<file path="config.mk">
export PLATFORM = sky130hd
export DESIGN_NAME = dmem_arbiter
export DESIGN_NICKNAME = d
export VERILOG_FILES = /design/src/rtl/dmem_arbiter.sv
export SDC_FILE = /design/constraint.sdc
export NUM_CORES = 1
export LEC_CHECK = 0
export CAP_MARGIN = 20
export CORE_AREA = 2 2 122 124
export CTS_CLUSTER_SIZE = 24
export DETAILED_ROUTE_END_ITERATION = 10
export DIE_AREA = 0 0 124 126
export GPL_TIMING_DRIVEN = 0
export HOLD_SLACK_MARGIN = 0.15
export PLACE_DENSITY = 0.66
export RECOVER_POWER = 100
export SYNTH_ARGS = -nofsm -noshare
export SYNTH_HDL_FRONTEND = slang
export SYNTH_SLANG_ARGS = --single-unit
</file>
<file path="constraint.sdc">
create_clock -name clk -period 2.2 [get_ports clk]
set_input_delay 0.44 -clock clk [delete_from_list [all_inputs] [get_ports clk]]
set_output_delay 0.44 -clock clk [all_outputs]
set_load 0.005 [all_outputs]
</file>
<file path="src/rtl/dmem_arbiter.sv">
// dmem_arbiter: two-master arbiter in front of a single-port data memory.
//
// m0 (core) normally has priority over m1 (DMA). m1 may lock the memory for a
// burst of up to MAX_BURST consecutive beats. When DMEM_ARB_STARVE_GUARD_EN is
// defined, m1 is forced a slot after STARVE_LIMIT consecutive waiting cycles;
// without it m0 strictly wins except during a locked m1 burst.
//
// Ports:
//   clk, resetn                        clock, asynchronous active-low reset
//   m0_req/we/addr/wdata/sel           core request (held stable until granted)
//   m0_gnt, m0_rvalid, m0_rdata        core grant, read-valid pulse, read data
//   m1_req/we/lock/addr/wdata/sel      DMA request; m1_lock asks for a burst
//   m1_gnt, m1_rvalid, m1_rdata        DMA grant, read-valid pulse, read data
//   mem_we/addr/wdata/sel, mem_rdata   memory side (mem_rdata combinational)
module dmem_arbiter #(
  parameter int unsigned STARVE_LIMIT = 4,
  parameter int unsigned MAX_BURST    = 8
) (
  input  logic        clk,
  input  logic        resetn,
  input  logic        m0_req,
  input  logic        m0_we,
  input  logic [31:0] m0_addr,
  input  logic [31:0] m0_wdata,
  input  logic [3:0]  m0_sel,
  output logic        m0_gnt,
  output logic        m0_rvalid,
  output logic [31:0] m0_rdata,
  input  logic        m1_req,
  input  logic        m1_we,
  input  logic        m1_lock,
  input  logic [31:0] m1_addr,
  input  logic [31:0] m1_wdata,
  input  logic [3:0]  m1_sel,
  output logic        m1_gnt,
  output logic        m1_rvalid,
  output logic [31:0] m1_rdata,
  output logic        mem_we,
  output logic [31:0] mem_addr,
  output logic [31:0] mem_wdata,
  output logic [3:0]  mem_sel,
  input  logic [31:0] mem_rdata
);

  if (STARVE_LIMIT < 1 || STARVE_LIMIT > 15) begin : g_bad_starve_limit
    $error("STARVE_LIMIT must be in 1..15");
  end
  if (MAX_BURST < 1 || MAX_BURST > 15) begin : g_bad_max_burst
    $error("MAX_BURST must be in 1..15");
  end

  typedef enum logic [1:0] {StIdle, StOwn0, StOwn1} owner_e;

  localparam logic [3:0] BurstLast = 4'(MAX_BURST - 1);

  owner_e      owner_q, owner_d;
  logic [3:0]  burst_cnt_q, burst_cnt_d;
  logic        m0_rvalid_q, m1_rvalid_q;
  logic [31:0] m0_rdata_q, m1_rdata_q;
  logic        m0_acc, m1_acc;
  logic        burst_hold;
  logic        starve_force;

  // Grants come straight from the owner register, never from the requests.
  assign m0_gnt = (owner_q == StOwn0);
  assign m1_gnt = (owner_q == StOwn1);
  assign m0_acc = m0_gnt && m0_req;
  assign m1_acc = m1_gnt && m1_req;

`ifdef DMEM_ARB_STARVE_GUARD_EN
  localparam logic [3:0] StarveMax = 4'(STARVE_LIMIT);

  logic [3:0] starve_cnt_q, starve_cnt_d;

  always_comb begin
    starve_cnt_d = '0;
    if (m1_req && !m1_acc) begin
      starve_cnt_d = (starve_cnt_q == StarveMax) ? starve_cnt_q : starve_cnt_q + 4'd1;
    end
  end

  // The count includes the cycle currently being waited, so m1 is handed the
  // memory right after its STARVE_LIMIT-th waiting cycle.
  assign starve_force = m1_req && (starve_cnt_d == StarveMax);

  always_ff @(posedge clk or negedge resetn) begin
    if (!resetn) begin
      starve_cnt_q <= '0;
    end else begin
      starve_cnt_q <= starve_cnt_d;
    end
  end
`else
  assign starve_force = 1'b0;
`endif

  assign burst_hold = (owner_q == StOwn1) && m1_lock && m1_req && (burst_cnt_q < BurstLast);

  always_comb begin
    owner_d = StIdle;
    if (burst_hold) begin
      owner_d = StOwn1;
    end else if (starve_force) begin
      owner_d = StOwn1;
    end else if (m0_req) begin
      owner_d = StOwn0;
    end else if (m1_req) begin
      owner_d = StOwn1;
    end
  end

  // A burst that reaches MAX_BURST beats restarts from zero so that m1, if it
  // keeps the memory through normal arbitration, begins a fresh burst.
  always_comb begin
    burst_cnt_d = burst_cnt_q;
    if (owner_d != StOwn1 || !m1_lock) begin
      burst_cnt_d = '0;
    end else if (m1_acc) begin
      burst_cnt_d = (burst_cnt_q == BurstLast) ? 4'd0 : burst_cnt_q + 4'd1;
    end
  end

  always_comb begin
    mem_we    = 1'b0;
    mem_addr  = '0;
    mem_wdata = '0;
    mem_sel   = '0;
    if (m0_acc) begin
      mem_we    = m0_we;
      mem_addr  = m0_addr;
      mem_wdata = m0_wdata;
      mem_sel   = m0_sel;
    end else if (m1_acc) begin
      mem_we    = m1_we;
      mem_addr  = m1_addr;
      mem_wdata = m1_wdata;
      mem_sel   = m1_sel;
    end
  end

  always_ff @(posedge clk or negedge resetn) begin
    if (!resetn) begin
      owner_q     <= StIdle;
      burst_cnt_q <= '0;
      m0_rvalid_q <= 1'b0;
      m1_rvalid_q <= 1'b0;
      m0_rdata_q  <= '0;
      m1_rdata_q  <= '0;
    end else begin
      owner_q     <= owner_d;
      burst_cnt_q <= burst_cnt_d;
      m0_rvalid_q <= m0_acc && !m0_we;
      m1_rvalid_q <= m1_acc && !m1_we;
      if (m0_acc && !m0_we) begin
        m0_rdata_q <= mem_rdata;
      end
      if (m1_acc && !m1_we) begin
        m1_rdata_q <= mem_rdata;
      end
    end
  end

  assign m0_rvalid = m0_rvalid_q;
  assign m1_rvalid = m1_rvalid_q;
  assign m0_rdata  = m0_rdata_q;
  assign m1_rdata  = m1_rdata_q;

endmodule

</file>
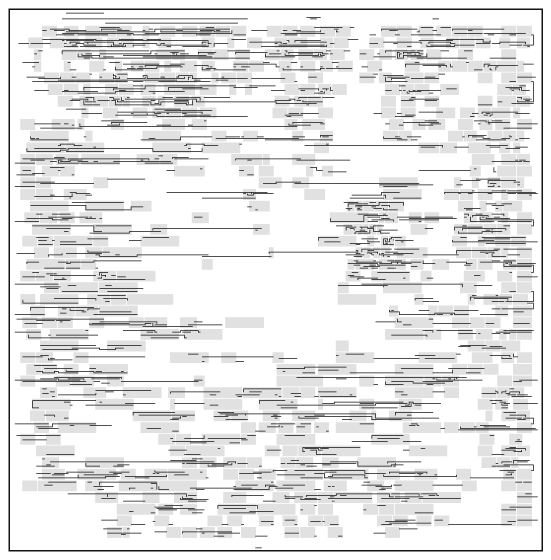
Fig. 1. The metal 1 layer.
Cells faint in the background.
nets with wire on the layer: 652
share of all routed wire: 38%
GRT met1 Usage: 0.200
Routed WL: 15000 um
Vias: 3609

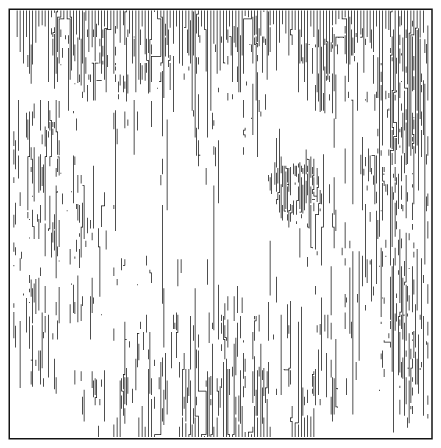
Fig. 2. Metal 2.
nets with wire on the layer: 707
wire length on this layer: 7450 um
longest straight run: 66.4 um
main direction: vertical

==> summary.txt <==
Place WS: -0.917 ns
H-tree Lvls: 3
R2R Path End: m0_rdata[27]
M1 WL: 5660 um
Layout area overhead: 108%
Core area: 14300 um^2
Fillers: 1282
Worst EP arrival: 1.91 ns
Met3 usage: 0.0530
Dominant combinational family: multiplexers
Worst hold slack: 0.500 ns
Launch point of the worst reg-to-reg path: owner_q[1]
CP Class: flop to primary output
Log Warnings: 28
Clk pwr share: 0.326
Final instance area: 7440 um^2
Synth cell types: 27
Logic area: 1630 um^2
CP Max Fanout: 10
Failing checks: max-capacitance violations, max-slew violations, negative setup slack
Fin util: 0.520
Most instantiated logic cell after routing: clkdlybuf4s50_1
# Cells Yosys: 258
Antenna violations before repair: 0
Compound Share, Synth: 0.183
Net Count, Synth: 434
Max_slew headroom: -0.167
Min-delay src: m1_rdata[9]
Clk slew on worst S/H paths: 0.06 ns
Yosys top cell area share: 0.504
First-pass GRT wire length: 20800 um
Met3 wire length: 1390 um
Yosys Chip Area: 3580 um^2
Nets: 775
Worst hold path depth: 1
Critical Path RT: 1.76 ns
Root Buffer: clkbuf_16
CTS Hold Bufs: 0
Critical path endpoint category: primary output
Fin. Hold Viols: 0
Wire length per cell: 19.0 um
Post-DRT Antenna Nets: 0
Xor/xnor share: 0
Number of vias per cell: 4.58
Hold WC Path Type: flop to flop
Peak VDD IR: 0.000406 V
GR Util All Layers: 0.175
Max_cap viols: 1
Cells after Synth: 258
DP HPWL: 11600 um
Yosys warnings: 0
Share of layout cells above drive strength 1: 0.268
Leakage power: 3.47 nW
# setup viols final: 35
Max Clock Skew: 0.00860 ns
Post-synth top area cell: dfrtp_1
Adder Area Share: 0.00350
Total CTS buffers: 9
Initial DRC Count: 90
Top Layer Used: met4
Reg2Reg Depth: 7
Status: complete, but fails checks
Diode count: 0
Worst-skew pair later-pin latency: 0.33 ns
Area fraction in mux cells: 0.235
Setup tns final: -3.18 ns
Fin crit share: 1.07
Avg Cell Area, Syn: 13.9 um^2
CTS tree: yes
Fp_density: 0.250
Top cells by area: dfrtp_1 50%, a22o_1 17%, mux2_4 12%, mux2_2 11%, buf_6 1.6%
Remaining global-route overflow: 0
Vias in the first global route: 3753
GPL Wtd Cong: 0.849
Design Power: 0.00487 W
Register Area: 1800 um^2
Combinational Power Share: 0.314
Std-Cell Rows: 44
Int Pwr: 0.00371 W
Largest net degree at the start of global routing: 73
Worst Setup SP: owner_q[0]
Unrepaired setup endpoints after global routing: true
Number of I/O pins: 312
Post-synthesis cell area: 3580 um^2
# placed instances: 753
Pwr/cell area: 654 nW/um^2
Global routing usage on met2: 0.307
Top Layout Cells: 189 x clkdlybuf4s50_1, 72 x dfrtp_1, 69 x a22o_1
Pins over their slew limit: 73
Min Clock Period, post-route: 2.35 ns
Die Y: 126 um
Final WS setup: -0.147 ns
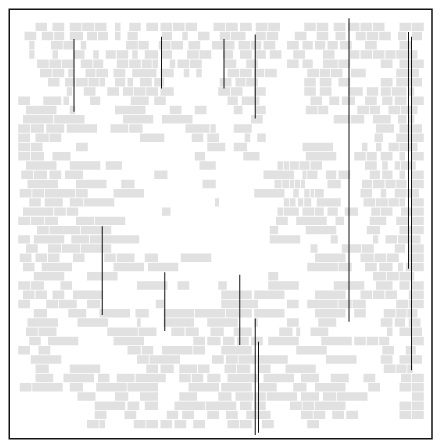
Fig. 3. The metal 4 layer.
Cells faint in the background.
wire length on this layer: 455 um
share of all routed wire: 3.0%
nets with wire on the layer: 11
main direction: vertical

what timing repair did:
item	in CTS	in global routing
pin swaps	6	16
buffers inserted	8	13
cloned	0	1
setup endpoints to repair	69	63
resized	137	76
sequential cells by signal (all words and copies together), names as in the netlist:
name,cells
m0_rvalid,1
m1_rdata,32
owner_q,2
m1_rvalid,1
burst_cnt_q,4
m0_rdata,32
Yosys cell counts:
master and number:
mux2_4 29, dfrtp_1 72, nand2_1 2, a22o_1 69, nand3_1 5, clkbuf_1 7
a221oi_1 1, a31oi_1 2, ha_1 1, nor2b_4 1, o32ai_1 1, buf_2 4
buf_1 4, mux2_2 35, buf_4 3, buf_6 5, nand3b_1 1, or4_1 1
nor2_2 1, nand4_1 1, a21oi_1 2, inv_1 2, nor4bb_1 1, and3b_1 2
mux2i_1 1, nor2b_1 3, o21ai_0 2
cells by family after synthesis:
| kind of cell | count (synthesis) |
|---|---|
| flops | 72 |
| compound gates | 77 |
| mux | 65 |
| fa+ha+maj | 1 |
| buf+inv | 25 |
| simple gates | 18 |
cell type report:
type | instances | share of cell area
Clock buffer | 12 | 0.0331
Multi-Input combinational cell | 161 | 0.218
Timing Repair Buffer | 332 | 0.430
Clock inverter | 4 | 0.0103
Tap cell | 184 | 0.0309
Inverter | 2 | 0.00101
Buffer | 21 | 0.0343
Sequential cell | 72 | 0.242
power groups by stage:
stage	Sequential [W]	Clock, W	Combinational, W
floorplan	0.00179	0	0.000449
global placement	0.00177	0	0.00161
detailed placement	0.00178	0	0.00162
CTS	0.00177	0.00162	0.00165
global route	0.00179	0.00167	0.00163
finish	0.00175	0.00159	0.00153
worst max-delay path, stage by stage (launching register included):
cell,delay (ns)
dfrtp_1,0.39
and3b_2,0.30
buf_12,0.13
buf_6,0.13
a22o_1,0.12
clkdlybuf4s50_1,0.51
Power is estimated from default activity; no workload was simulated.
